**Run 1: wires at chosen ports, followed through buffers**

Scale bar: 50 µm.
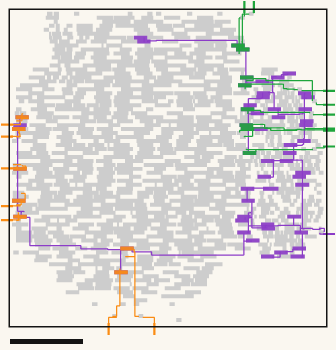
**Run 1: placement view**

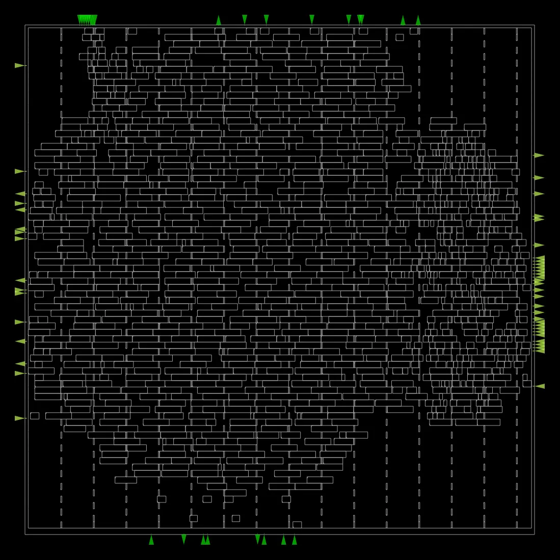
**Run 1: cell area per tile**

Scale bar: 50 µm. The die is cut into 22 by 22 equal tiles; white is low, dark blue is high, 0 to 100% covered.
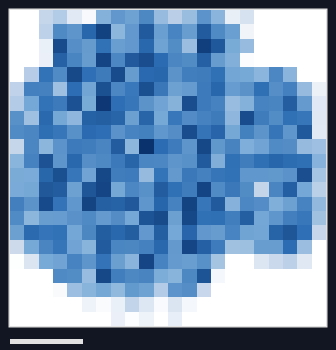
--- src/rtl/dds_seq_pkg.sv ---
// Shared types for the DDS note sequencer: FSM states, step-word layout
// and the step-word unpack helper.
package dds_seq_pkg;

  localparam int unsigned WORD_W   = 24;
  localparam int unsigned NOTE_W   = 8;
  localparam int unsigned FORM_W   = 3;
  localparam int unsigned PW_W     = 7;
  localparam int unsigned GLEN_W   = 6;
  localparam int unsigned TICKS_W  = 8;

  localparam int unsigned NOTE_LSB = 16;
  localparam int unsigned FORM_LSB = 13;
  localparam int unsigned PW_LSB   = 6;
  localparam int unsigned GLEN_LSB = 0;

  typedef enum logic [1:0] {
    ST_IDLE  = 2'd0,
    ST_FETCH = 2'd1,
    ST_APPLY = 2'd2,
    ST_PLAY  = 2'd3
  } state_e;

  typedef struct packed {
    logic [NOTE_W-1:0] note;
    logic [FORM_W-1:0] form;
    logic [PW_W-1:0]   pulse_width;
    logic [GLEN_W-1:0] gate_len;
  } step_t;

  function automatic step_t unpack_step(input logic [WORD_W-1:0] w);
    step_t s;
    s.note        = w[NOTE_LSB +: NOTE_W];
    s.form        = w[FORM_LSB +: FORM_W];
    s.pulse_width = w[PW_LSB   +: PW_W];
    s.gate_len    = w[GLEN_LSB +: GLEN_W];
    return s;
  endfunction

endpackage

--- src/rtl/dds_note_sequencer_if.sv ---
// Host-side control/pattern-write bus and DDS-side outputs of the sequencer.
interface dds_note_sequencer_if #(
  parameter int unsigned STEPS = 16
) ();
  import dds_seq_pkg::*;

  localparam int unsigned ADDR_W = $clog2(STEPS);

  logic                start;
  logic                stop;
  logic                loop_en;
  logic [ADDR_W-1:0]   last_step;
  logic [TICKS_W-1:0]  step_ticks;
  logic                wr_en;
  logic [ADDR_W-1:0]   wr_addr;
  logic [WORD_W-1:0]   wr_data;

  logic [NOTE_W-1:0]   NOTE;
  logic [FORM_W-1:0]   form;
  logic [PW_W-1:0]     pulse_width;
  logic                gate;
  logic [ADDR_W-1:0]   step_idx;
  logic                busy;
  logic                done;

  modport master (
    output start, stop, loop_en, last_step, step_ticks, wr_en, wr_addr, wr_data,
    input  NOTE, form, pulse_width, gate, step_idx, busy, done
  );

  modport slave (
    input  start, stop, loop_en, last_step, step_ticks, wr_en, wr_addr, wr_data,
    output NOTE, form, pulse_width, gate, step_idx, busy, done
  );

endinterface

--- src/rtl/dds_step_ram.sv ---
// Pattern memory: STEPS x 24, one write port, one registered read port,
// read-first on address collision, no reset.
module dds_step_ram
  import dds_seq_pkg::*;
#(
  parameter int unsigned STEPS  = 16,
  parameter int unsigned ADDR_W = $clog2(STEPS)
) (
  input  logic              CLK,
  input  logic              wr_en,
  input  logic [ADDR_W-1:0] wr_addr,
  input  logic [WORD_W-1:0] wr_data,
  input  logic              rd_en,
  input  logic [ADDR_W-1:0] rd_addr,
  output logic [WORD_W-1:0] rd_data_q
);

  logic [WORD_W-1:0] mem [STEPS];

  // Non-blocking read of mem gives the pre-write word on a same-address hit.
  always_ff @(posedge CLK) begin
    if (wr_en) mem[wr_addr] <= wr_data;
    if (rd_en) rd_data_q <= mem[rd_addr];
  end

endmodule

--- src/rtl/dds_note_sequencer.sv ---
// Step sequencer feeding NOTE/form/pulse_width and a gate to the DDS top,
// with tempo prescaler, per-step tick count, rests, looping and stop/start.
module dds_note_sequencer
  import dds_seq_pkg::*;
#(
  parameter int unsigned STEPS    = 16,
  parameter int unsigned TICK_DIV = 50000
) (
  input  logic                 CLK,
  input  logic                 RESET,
  dds_note_sequencer_if.slave  bus
);

  localparam int unsigned ADDR_W = $clog2(STEPS);
  localparam int unsigned PRE_W  = $clog2(TICK_DIV);

  state_e              state_q, state_d;
  logic [PRE_W-1:0]    pre_q, pre_d;
  logic [TICKS_W-1:0]  tick_cnt_q, tick_cnt_d;
  logic [ADDR_W-1:0]   step_idx_q, step_idx_d;
  logic [NOTE_W-1:0]   note_q, note_d;
  logic [FORM_W-1:0]   form_q, form_d;
  logic [PW_W-1:0]     pw_q, pw_d;
  logic [GLEN_W-1:0]   glen_q, glen_d;
  logic                gate_q, gate_d;
  logic                busy_q, busy_d;
  logic                done_q, done_d;

  logic [WORD_W-1:0]   rd_data;
  step_t               step_c;
  logic                tick_c;
  logic [TICKS_W-1:0]  eff_ticks_c;
  logic [TICKS_W-1:0]  tick_nxt_c;

  dds_step_ram #(.STEPS(STEPS), .ADDR_W(ADDR_W)) u_ram (
    .CLK       (CLK),
    .wr_en     (bus.wr_en),
    .wr_addr   (bus.wr_addr),
    .wr_data   (bus.wr_data),
    .rd_en     (state_q == ST_FETCH),
    .rd_addr   (step_idx_q),
    .rd_data_q (rd_data)
  );

  assign step_c      = unpack_step(rd_data);
  assign tick_c      = (pre_q == PRE_W'(TICK_DIV - 1));
  assign eff_ticks_c = (bus.step_ticks == '0) ? TICKS_W'(1) : bus.step_ticks;
  assign tick_nxt_c  = tick_cnt_q + TICKS_W'(1);

  // Next-state and output-register logic.
  always_comb begin
    state_d    = state_q;
    pre_d      = pre_q;
    tick_cnt_d = tick_cnt_q;
    step_idx_d = step_idx_q;
    note_d     = note_q;
    form_d     = form_q;
    pw_d       = pw_q;
    glen_d     = glen_q;
    gate_d     = gate_q;
    done_d     = 1'b0;

    unique case (state_q)
      ST_IDLE: begin
        if (bus.start && !bus.stop) begin
          state_d    = ST_FETCH;
          step_idx_d = '0;
        end
      end
      ST_FETCH: state_d = ST_APPLY;
      ST_APPLY: begin
        if (step_c.note != '0) begin
          note_d = step_c.note;
          form_d = step_c.form;
          pw_d   = step_c.pulse_width;
        end
        gate_d     = (step_c.note != '0) && (step_c.gate_len != '0);
        glen_d     = step_c.gate_len;
        pre_d      = '0;
        tick_cnt_d = '0;
        state_d    = ST_PLAY;
      end
      ST_PLAY: begin
        pre_d = tick_c ? '0 : pre_q + PRE_W'(1);
        if (tick_c) begin
          tick_cnt_d = tick_nxt_c;
          if (tick_nxt_c == TICKS_W'(glen_q)) gate_d = 1'b0;
          if (tick_nxt_c == eff_ticks_c) begin
            if (step_idx_q != bus.last_step) begin
              step_idx_d = step_idx_q + ADDR_W'(1);
              state_d    = ST_FETCH;
            end else if (bus.loop_en) begin
              step_idx_d = '0;
              state_d    = ST_FETCH;
            end else begin
              done_d  = 1'b1;
              gate_d  = 1'b0;
              state_d = ST_IDLE;
            end
          end
        end
      end
      default: state_d = ST_IDLE;
    endcase

    // Abort overrides everything else, including an end-of-step tick.
    if (state_q != ST_IDLE && bus.stop) begin
      state_d    = ST_IDLE;
      gate_d     = 1'b0;
      done_d     = 1'b0;
      note_d     = note_q;
      form_d     = form_q;
      pw_d       = pw_q;
      step_idx_d = step_idx_q;
    end

    busy_d = (state_d != ST_IDLE);
  end

  always_ff @(posedge CLK or negedge RESET) begin
    if (!RESET) begin
      state_q    <= ST_IDLE;
      pre_q      <= '0;
      tick_cnt_q <= '0;
      step_idx_q <= '0;
      note_q     <= '0;
      form_q     <= '0;
      pw_q       <= '0;
      glen_q     <= '0;
      gate_q     <= 1'b0;
      busy_q     <= 1'b0;
      done_q     <= 1'b0;
    end else begin
      state_q    <= state_d;
      pre_q      <= pre_d;
      tick_cnt_q <= tick_cnt_d;
      step_idx_q <= step_idx_d;
      note_q     <= note_d;
      form_q     <= form_d;
      pw_q       <= pw_d;
      glen_q     <= glen_d;
      gate_q     <= gate_d;
      busy_q     <= busy_d;
      done_q     <= done_d;
    end
  end

  assign bus.NOTE        = note_q;
  assign bus.form        = form_q;
  assign bus.pulse_width = pw_q;
  assign bus.gate        = gate_q;
  assign bus.step_idx    = step_idx_q;
  assign bus.busy        = busy_q;
  assign bus.done        = done_q;

endmodule

--- src/flat_wrapper.sv ---
// flat-port wrapper written by rule: the top's interface ports become plain ports
module dds_note_sequencer_flat import dds_seq_pkg::*;
#(
  parameter int unsigned STEPS    = 16,
  parameter int unsigned TICK_DIV = 50000
)
  (CLK, RESET, bus_start, bus_stop, bus_loop_en, bus_last_step, bus_step_ticks, bus_wr_en, bus_wr_addr, bus_wr_data, bus_NOTE, bus_form, bus_pulse_width, bus_gate, bus_step_idx, bus_busy, bus_done);
  dds_note_sequencer_if #(.STEPS(STEPS)) bus_i ();
  input  logic CLK;
  input  logic RESET;
  input wire logic [$bits(bus_i.start)-1:0] bus_start;
  input wire logic [$bits(bus_i.stop)-1:0] bus_stop;
  input wire logic [$bits(bus_i.loop_en)-1:0] bus_loop_en;
  input wire logic [$bits(bus_i.last_step)-1:0] bus_last_step;
  input wire logic [$bits(bus_i.step_ticks)-1:0] bus_step_ticks;
  input wire logic [$bits(bus_i.wr_en)-1:0] bus_wr_en;
  input wire logic [$bits(bus_i.wr_addr)-1:0] bus_wr_addr;
  input wire logic [$bits(bus_i.wr_data)-1:0] bus_wr_data;
  output wire logic [$bits(bus_i.NOTE)-1:0] bus_NOTE;
  output wire logic [$bits(bus_i.form)-1:0] bus_form;
  output wire logic [$bits(bus_i.pulse_width)-1:0] bus_pulse_width;
  output wire logic [$bits(bus_i.gate)-1:0] bus_gate;
  output wire logic [$bits(bus_i.step_idx)-1:0] bus_step_idx;
  output wire logic [$bits(bus_i.busy)-1:0] bus_busy;
  output wire logic [$bits(bus_i.done)-1:0] bus_done;
  assign bus_i.start = bus_start;
  assign bus_i.stop = bus_stop;
  assign bus_i.loop_en = bus_loop_en;
  assign bus_i.last_step = bus_last_step;
  assign bus_i.step_ticks = bus_step_ticks;
  assign bus_i.wr_en = bus_wr_en;
  assign bus_i.wr_addr = bus_wr_addr;
  assign bus_i.wr_data = bus_wr_data;
  assign bus_NOTE = bus_i.NOTE;
  assign bus_form = bus_i.form;
  assign bus_pulse_width = bus_i.pulse_width;
  assign bus_gate = bus_i.gate;
  assign bus_step_idx = bus_i.step_idx;
  assign bus_busy = bus_i.busy;
  assign bus_done = bus_i.done;
  dds_note_sequencer #(.STEPS(STEPS), .TICK_DIV(TICK_DIV)) u_core (.CLK(CLK), .RESET(RESET), .bus(bus_i));
endmodule
--- config.mk ---
export PLATFORM = sky130hd
export DESIGN_NAME = dds_note_sequencer_flat
export DESIGN_NICKNAME = d
export VERILOG_FILES = /design/src/rtl/dds_seq_pkg.sv /design/src/rtl/dds_note_sequencer_if.sv /design/src/rtl/dds_step_ram.sv /design/src/rtl/dds_note_sequencer.sv /design/src/flat_wrapper.sv
export SDC_FILE = /design/constraint.sdc
export NUM_CORES = 1
export LEC_CHECK = 0
export CAP_MARGIN = 0
export CORE_UTILIZATION = 40
export CTS_CLUSTER_DIAMETER = 200
export DETAILED_ROUTE_END_ITERATION = 6
export SETUP_SLACK_MARGIN = 0.2
export SYNTH_ARGS = -nofsm -noshare
export SYNTH_HDL_FRONTEND = slang
export SYNTH_SLANG_ARGS = --single-unit
--- constraint.sdc ---
create_clock -name CLK -period 2.22 [get_ports CLK]
set_input_delay 0.555 -clock CLK [delete_from_list [all_inputs] [get_ports CLK]]
set_output_delay 0.555 -clock CLK [all_outputs]
set_load 0.02 [all_outputs]
==> results_dict.tcl, run 1 <==
# place-and-route summary
set metrics [dict create \
    status "finished, violations left" \
    violations "negative setup slack" \
    finalSetupViolCount 3 \
    p_leak_uw 0.00770 \
    path_depth 6 \
    cts_tree "yes" \
    hp-class "in -> async" \
    switching_share_pct 21.6 \
    setup_tns_ns -0.0174 \
    cts.path.max_buffers 3 \
    area_leaders "edfxtp_1 (67%), mux4_2 (15%), dfrtp_1 (7.8%)" \
    tool_warnings 29 \
    cts_made_buffers 47 \
    path_buffers 0 \
    drtIter0Drc 635 \
    grt_max_degree 40 \
    drt_wl_total_um 40300 \
    xor_share_pct 1.32 \
    slew_violations 0 \
    fin_ws_ns -0.0148 \
    postCtsSetupRepairBufs 13 \
    inverters 8 \
    pg_seq_uw 10100 \
    p_comb_uw 1240 \
    max_slew.worst_pin.slew_ns 0.587 \
    route.detailed.drc 0 \
]
## Picture notes: 'wires at chosen ports, followed through buffers'
| colour | port | bits | direction | end cells | buffers | wire |
|---|---|---|---|---|---|---|
| green | `bus_NOTE` | 8 | output | 8 | 8 | 430 µm |
| orange | `bus_pulse_width` | 7 | output | 7 | 7 | 221 µm |
| purple | `RESET` | 1 | input | 57 | 5 | 842 µm |

## Picture notes: 'placement view'
flop share of the area: 58.5%
Seq cells: 465
row count: 78
fin util: 51.7%

## Picture notes: 'cell area per tile'
fullest tile: 99%
mean over tiles: 49%
tiles over 75% full: 18%
emptiest ninth of the die: south-east
nearly empty tiles: 19%
Core Area: 45300 µm²
fp util: 40.5%

==> run 1: state kept, by name, indices dropped and copies added, names as in the netlist <==
register and cells:
u_core.bus.done 1, u_core.bus.gate 1, u_core.bus.step_idx 4, u_core.bus.busy 1, u_core.bus.form 3, u_core.u_ram.rd_data_q 24
u_core.bus.NOTE 8, u_core.u_ram.mem 384, u_core.glen_q 6, u_core.bus.pulse_width 7, u_core.tick_cnt_q 8, u_core.state_q 2
u_core.pre_q 16
==> run 1: layer usage <==
| metal | up-vias | global-route usage [%] | wire length [µm] |
|---|---|---|---|
| met3 | 55 | 2.54 | 1750 |
| met5 | - | 0 | 12 |
| met4 | 2 | 5.12 | 789 |
| li1 | 4126 | - | - |
| met2 | 240 | 29.1 | 20300 |
| met1 | 4945 | 23.9 | 17500 |
==> run 2: changes to the inputs <==
--- a/config.mk
+++ b/config.mk
@@ -6,6 +6,7 @@
 export NUM_CORES = 1
 export LEC_CHECK = 0
 export CAP_MARGIN = 0
+export CORE_ASPECT_RATIO = 0.8
 export CORE_UTILIZATION = 40
 export CTS_CLUSTER_DIAMETER = 200
 export DETAILED_ROUTE_END_ITERATION = 6
==> results_dict.tcl, run 2 <==
# place-and-route summary
set metrics [dict create \
    area_leaders "edfxtp_1 (67%), mux4_2 (15%), dfrtp_1 (7.8%)" \
    die_w_um 241 \
    max_slew.worst_pin.slew_ns 0.565 \
    num-nets-final 1153 \
    postCtsSetupRepairBufs 17 \
    synth_area_um2 18300 \
    utilization_pct 52.1 \
    core_um2 44800 \
    fin_ws_ns -0.0341 \
    rows 69 \
    status "finished, violations left" \
    xor_share_pct 1.32 \
    largest_reg_flops 384 \
    totalPowerFinal_uw 19000 \
    finalSetupViolCount 4 \
    peakVddDrop_mv 0.568 \
    slew_headroom_pct 62.2 \
    ant_nets 0 \
    seq_cells 465 \
    switching_share_pct 21.8 \
    ctsResizeCount 71 \
    hp-class "in -> async" \
    htree_levels 2 \
    path_buffers 0 \
    power.density_nw_per_um2 813 \
    drt_wl_total_um 42100 \
    rr_startpoint "u_core.pre_q[12]" \
    netlist-cell-type-count 53 \
    cts_made_buffers 46 \
    grt_usage_pct 18.4 \
    sh_seq_area_pct 58.7 \
    regMostFlops "u_core.u_ram.mem" \
    inverters 8 \
    ys_sh_adder_pct 0.205 \
    slew_violations 0 \
    violations "negative setup slack" \
    reg_top3 "u_core.u_ram.mem: 384 flops, u_core.u_ram.rd_data_q: 24 flops, u_core.pre_q: 16 flops" \
    setup_tns_ns -0.122 \
    p_leak_uw 0.00768 \
    p_seq_share_pct 53.0 \
    route.detailed.drc 0 \
    drtIter0Drc 890 \
    grt_max_degree 58 \
    cts.path.max_buffers 3 \
    tool_warnings 29 \
    fp-utilization_pct 40.9 \
    cts_tree "yes" \
    path_depth 6 \
]
## run 2: cell counts after synthesis
Identical to the previous run, type by type.
## run 2: power groups by stage
stage	Clock [µW]	Sequential (µW)	Combinational, µW
CTS	7800	10100	1260
floorplan	0	10400	445
global route	8120	10100	1370
finish	7640	10100	1270
detailed placement	0	10300	1330
global placement	0	10200	1310
## run 2: metal layers
layer	routed length, µm	up-vias	share of wire, %	track usage [%]
li1	-	4125	-	-
met1	19300	5085	46	27.8
met2	19900	244	47	28.1
met3	2180	60	5.2	3.25
met4	652	2	1.5	4.01
met5	17	-	0.040	0
## run 2: worst reg2reg max path, delay by kind of cell (launching register included)
family,cells,cell delay [ns]
compound gates,1,0.22
flops,1,0.38
simple gates,4,1.41
mux,1,0.11
**Run 2: wires at chosen ports, followed through buffers**

Scale bar: 50 µm.
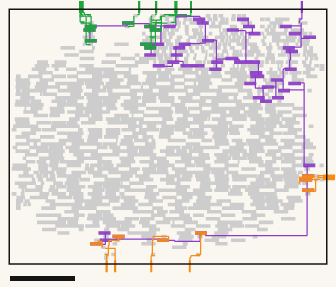
Top Ports: 71
IO buf count: 70

**Run 2: sequential cells coloured by netlist name**

Scale bar: 50 µm. Other sequential cells in the stronger grey, the rest of the logic in the fainter grey.
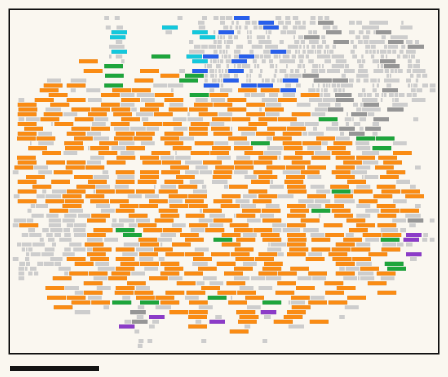
| colour | netlist name | placed flops |
|---|---|---|
| purple | `u_core.bus.pulse_width` | 7 |
| blue | `u_core.pre_q` | 16 |
| green | `u_core.u_ram.rd_data_q` | 24 |
| cyan | `u_core.bus.NOTE` | 8 |
| orange | `u_core.u_ram.mem` | 384 |
not coloured: 26

**Run 2: cell area per tile**

Scale bar: 50 µm. The die is cut into 24 by 19 equal tiles; white is low, dark blue is high, 0 to 100% covered.
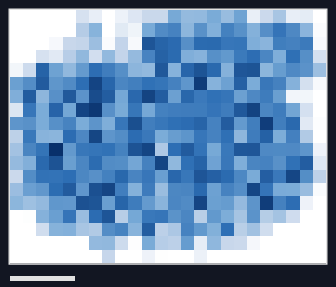
densest ninth of the die: centre
fullest tile: 100%
nearly empty tiles: 14%

==> run 3: changes to the inputs <==
--- a/config.mk
+++ b/config.mk
@@ -7,6 +7,7 @@
 export LEC_CHECK = 0
 export CAP_MARGIN = 0
 export CORE_ASPECT_RATIO = 0.8
+export CORE_MARGIN = 8
 export CORE_UTILIZATION = 40
 export CTS_CLUSTER_DIAMETER = 200
 export DETAILED_ROUTE_END_ITERATION = 6
==> results_dict.tcl, run 3 <==
# place-and-route summary
set metrics [dict create \
    violations "negative setup slack" \
    path_depth 6 \
    ctsResizeCount 76 \
    xor_share_pct 1.32 \
    p_leak_uw 0.00771 \
    ys.flop_type "edfxtp_1" \
    clock_sinks 465 \
    setup_tns_ns -0.321 \
    rr_startpoint "u_core.pre_q[11]" \
    ys_sh_adder_pct 0.205 \
    ys_chip_area_um2 18300 \
    slew_violations 0 \
    cts_tree "yes" \
    netlist-cell-type-count 53 \
    p_comb_uw 1270 \
    regMostFlops "u_core.u_ram.mem" \
    power_clock_uw 7440 \
    slew_headroom_pct 62.2 \
    fp-utilization_pct 40.3 \
    drt_wl_total_um 42300 \
    postCtsSetupRepairBufs 20 \
    p_seq_share_pct 53.6 \
    maxPowerGroup "sequential cells" \
    pin_count 71 \
    status "finished, violations left" \
    drtIter0Drc 754 \
    synth_area_um2 18300 \
    finalSetupViolCount 11 \
    die_w_um 255 \
    hp-class "in -> async" \
    htree_levels 2 \
    switching_power_uw 4100 \
    simple_gate_area_share_pct 4.38 \
    path_buffers 0 \
    utilization_pct 51.4 \
    fmax_ghz 0.441 \
    portBuffers 70 \
    rows 70 \
    totalPowerFinal_uw 18800 \
    combPwrFrac_pct 6.8 \
    grt_usage_pct 15.6 \
    route.detailed.drc 0 \
    power.density_nw_per_um2 804 \
    num-nets-final 1169 \
    fin_ws_ns -0.0498 \
    switching_share_pct 21.8 \
]
run 3: final cells by class:
type | instances | area (µm²)
Fill cell | 3612 | 22100
Sequential cell | 465 | 13700
Multi-Input combinational cell | 383 | 4870
Timing Repair Buffer | 215 | 2540
Clock buffer | 65 | 1290
Tap cell | 612 | 766
Clock inverter | 22 | 153
Inverter | 8 | 30.0
run 3: routing by layer:
layer / GRT usage (%) / share of wire [%]
met4: 3.82 / 1.8
met3: 2.36 / 5.2
met5: 0 / 0.024
met1: 23.3 / 46
met2: 24.0 / 47
run 3: cells by family after synthesis:
| group | after synthesis |
|---|---|
| AOI/OAI and AO/OA | 58 |
| DFF | 465 |
| adders and majority gates | 3 |
| buffers and inverters | 47 |
| muxes | 147 |
| xor gates and xnor gates | 26 |
| and+or+nand+nor | 148 |
**Run 3: sequential cells coloured by netlist name**

Scale bar: 100 µm. Other sequential cells in the stronger grey, the rest of the logic in the fainter grey.
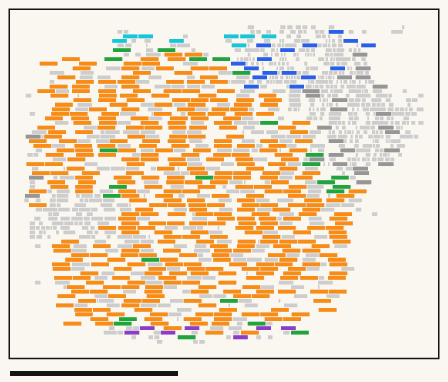
P_seq: 10100 µW
FF+latch area: 13700 µm²
flop share of the area: 58.6%

**Run 3: wires at chosen ports, followed through buffers**

Scale bar: 100 µm.
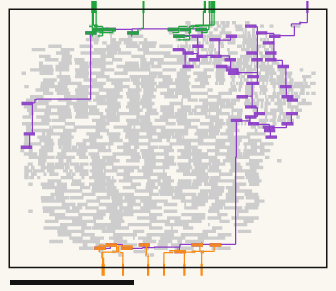
| colour | port | bits | direction | end cells | buffers | wire |
|---|---|---|---|---|---|---|
| purple | `RESET` | 1 | input | 57 | 2 | 842 µm |
| green | `bus_NOTE` | 8 | output | 8 | 8 | 272 µm |
| orange | `bus_pulse_width` | 7 | output | 7 | 7 | 224 µm |

**Run 3: placement view**

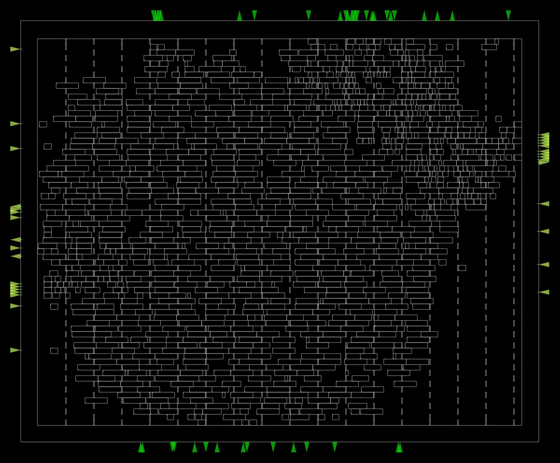
Core Area: 45500 µm²
fill count: 3612

Power is estimated from default activity; no workload was simulated.
